==> src/rtl/cargador_matrices.sv <==
// cargador_matrices: unpacks a framed host byte stream into the 4x4 operand bank,
// then raises Start, waits for the multiplier's Done and clears Start again.
module cargador_matrices #(
    parameter int          Width   = 32,
    parameter int          TIMEOUT = 1000,
    parameter logic [7:0]  HEADER  = 8'hA5
) (
    input  logic             CLK,
    input  logic             MasterReset,
    input  logic [7:0]       InByte,
    input  logic             InValid,
    output logic             InReady,
    input  logic             Done,
    output logic [Width-1:0] InDatos,
    output logic             Write,
    output logic [8:0]       Address,
    output logic             Busy,
    output logic             FrameError
);
    localparam int IW = $clog2(TIMEOUT + 1);
    typedef enum logic [2:0] {HUNT, DATA, GO, WAIT, CLEAR} state_t;
    state_t           state_q, state_d;
    logic [5:0]       count_q, count_d;
    logic [IW-1:0]    idle_q, idle_d;
    logic             write_q, write_d, busy_q, busy_d, ferr_q, ferr_d;
    logic [8:0]       addr_q, addr_d;
    logic [Width-1:0] datos_q, datos_d;
    logic             acc;
    logic [IW-1:0]    idle_inc;
    assign InReady    = (state_q == HUNT) || (state_q == DATA);
    assign acc        = InValid && InReady;
    assign idle_inc   = idle_q + 1'b1;
    assign Write      = write_q;
    assign Address    = addr_q;
    assign InDatos    = datos_q;
    assign Busy       = busy_q;
    assign FrameError = ferr_q;
    // Every output is registered, so a decision taken in cycle t is visible in t+1.
    always_comb begin
        state_d = state_q;
        count_d = count_q;
        idle_d  = idle_q;
        write_d = 1'b0;
        addr_d  = addr_q;
        datos_d = '0;
        busy_d  = busy_q;
        ferr_d  = 1'b0;
        case (state_q)
            HUNT: if (acc && InByte == HEADER) begin
                state_d = DATA;
                count_d = '0;
                idle_d  = '0;
                busy_d  = 1'b1;
            end
            DATA: if (acc) begin
                write_d = 1'b1;
                addr_d  = {3'b000, count_q};
                datos_d = Width'(InByte);
                count_d = count_q + 1'b1;
                idle_d  = '0;
                state_d = (count_q == 6'd63) ? GO : DATA;
            end else if (idle_inc == IW'(TIMEOUT)) begin
                ferr_d  = 1'b1;
                idle_d  = '0;
                busy_d  = 1'b0;
                state_d = HUNT;
            end else begin
                idle_d  = idle_inc;
            end
            GO: begin
                write_d = 1'b1;
                addr_d  = 9'd64;
                datos_d = Width'(1);
                state_d = WAIT;
            end
            // The Start-clear write is issued on the Done edge so it lands the next cycle.
            WAIT: if (Done) begin
                write_d = 1'b1;
                addr_d  = 9'd64;
                state_d = CLEAR;
            end
            CLEAR: begin
                busy_d  = 1'b0;
                state_d = HUNT;
            end
            default: state_d = HUNT;
        endcase
    end
    always_ff @(posedge CLK or posedge MasterReset) begin
        if (MasterReset) begin
            state_q <= HUNT;
            count_q <= '0;
            idle_q  <= '0;
            write_q <= 1'b0;
            addr_q  <= '0;
            datos_q <= '0;
            busy_q  <= 1'b0;
            ferr_q  <= 1'b0;
        end else begin
            state_q <= state_d;
            count_q <= count_d;
            idle_q  <= idle_d;
            write_q <= write_d;
            addr_q  <= addr_d;
            datos_q <= datos_d;
            busy_q  <= busy_d;
            ferr_q  <= ferr_d;
        end
    end
endmodule

==> config.mk <==
export PLATFORM = sky130hd
export DESIGN_NAME = cargador_matrices
export DESIGN_NICKNAME = d
export VERILOG_FILES = /design/src/rtl/cargador_matrices.sv
export SDC_FILE = /design/constraint.sdc
export NUM_CORES = 1
export LEC_CHECK = 0
export CORE_ASPECT_RATIO = 0.8
export CORE_MARGIN = 4
export CORE_UTILIZATION = 30
export DETAILED_ROUTE_END_ITERATION = 8
export GPL_TIMING_DRIVEN = 0
export MAX_ROUTING_LAYER = met4
export SLEW_MARGIN = 10
export SYNTH_ARGS = -nofsm -noshare
export SYNTH_HDL_FRONTEND = slang
export SYNTH_SLANG_ARGS = --single-unit
export TNS_END_PERCENT = 5
==> constraint.sdc <==
create_clock -name CLK -period 2.2 [get_ports CLK]
set_clock_uncertainty 0.2 [all_clocks]
set_input_delay 0.44 -clock CLK [delete_from_list [all_inputs] [get_ports CLK]]
set_output_delay 0.44 -clock CLK [all_outputs]
set_load 0.005 [all_outputs]
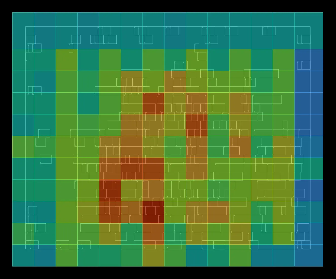
**Above:** congestion heat map.
busiest layer in global routing: met2
global routing met1 resource utilization: 0.169

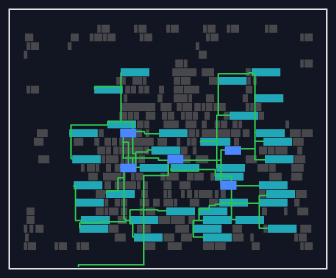
**Above:** clock distribution.
[blue] clock-net drivers | count: 5
[green] clock wires | length: 488 µm
[cyan] flip-flops | count: 37
routed clock nets: 6
total clock network power: 698 µW
clock latency at the later pin of the worst-skew pair: 0.28 ns
power share of the clock group: 0.276

==> results.txt <==
Synthesis and PnR results.

- STA shows the worst min-delay path finishing at InDatos[4].
- Combinational power for this build is approximately 830 µW.
- The critical path startpoint is idle_q[1].
- The setup fix buffers added after clock tree synthesis is 2.
- The kind of cell adding the most delay to the critical path reads AND-OR/OR-AND gates.
- The buffer_ports step reported a buffer count of 30.
- The maximum fanout count along the critical path reads 8.
- For this design the static power due to leakage is ~1.3 nW.
- The transition time of the tightest slew-check pin reads around 0.75 ns.
- The count of placed standard cells including taps is 349.
- Per the OpenROAD timing report, the critical path contains 6 cells.
- Following the worst setup path forward leads to its endpoint at idle_q[9].
- The final tally of setup violations reads 0.
- The number of antenna violations at the first check in global routing reads 0.
- Per the detail_route report, DRC violations left total 0.
- After floorplanning, the die was sized to cover ~8000 µm².
- The share of power burned in combinational logic is 0.326.
- The antenna diode instance count reads 0.
- The total power draw reads 2.53 mW.
- The run finished with clean final reports.
- The prevailing post-synth register cell is sky130_fd_sc_hd__dfrtp_1.
- The worst setup slack after placement reads -0.617 ns.
- The register-to-register setup slack reads 0.02 ns.
- The type of element capturing the critical path is a register.
- The final non-filler cell total reads ~360.
- The floorplan step defined a core boundary enclosing ~6400 µm².
- The HPWL after detailed placement is 3290 µm.
- The total congestion overflow reads 0.
- At the end of routability-driven placement, the weighted congestion stood at about 0.88.
- Counting instances, the worst hold path has a depth of 2.
- The share of the core filled with cells reads 0.428.
- The final critical-path share of the clock period is 0.991.
- The share of the Yosys chip area taken by registers is 0.468.
- The cell-mix breakdown from Yosys lists the compound-gate area share as 0.140.
- The average cell area after synthesis reads 9.43 µm².
- The worst reg-to-reg path cell count reads 6.
- In this build the clock could be raised as far as ~460 MHz.
- The yosys stat chip area reads 1980 µm².
- The required time of the critical path reads 2.17 ns.
- For reference, the critical path cell chain is ha_4 > or4b_4 > o21ai_2 > o311a_4 > nor2_1 > a211o_1.
- The synthesized instance count is 210.
- The tightest hold path in the finished design has a slack of 0.164 ns.
- The stage delay of the slowest cell on the critical path reads 0.53 ns.
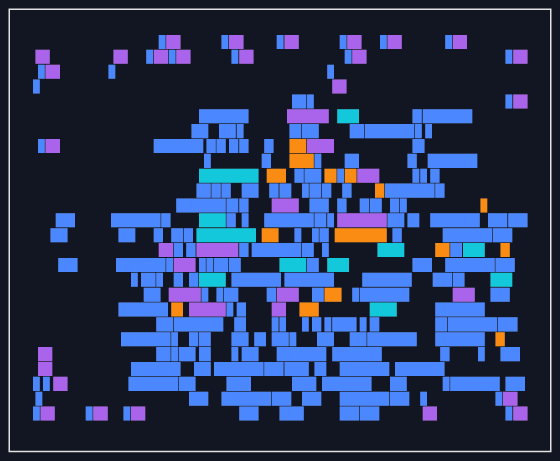
**Above:** cell sizes after repair.
[orange] x2 | cells: 15
[cyan] x6 and larger | cells: 11
[purple] x3 and x4 | cells: 39
[blue] x1 and smaller | cells: 209
area of all placed cells without fillers: 2740 µm²
Syn-to-layout area delta: 38.6%
number of signal-net buffers in the layout: 63
post-route worst setup slack: 0.0191 ns

area by class of cell:
cell class	count	area, µm²	area share
well taps	84	105	0.0383
multi-input cells	160	1010	0.368
inverters	6	22.5	0.00821
repair buffers	32	319	0.116
flip-flops and latches	37	927	0.338
clock buffers	5	68.8	0.0251
clock inverters	3	65.1	0.0237
plain buffers	31	225	0.0821
registers in the layout, summed over array words and instances (netlist names):
name and flops:
Address 7, Busy 1, FrameError 1, InDatos 8, Write 1, count_q 6
idle_q 10, state_q 3
metal layers:
metal  vias to the layer above  wire (µm)  global-route usage
met5                         -          0                   -
met4                         0         36              0.0355
met3                         4        279              0.0260
met2                        47       2060               0.176
met1                       780       2190               0.169
li1                        814          -                   -
No activity file was given, so power comes from the tool's default toggle rates.
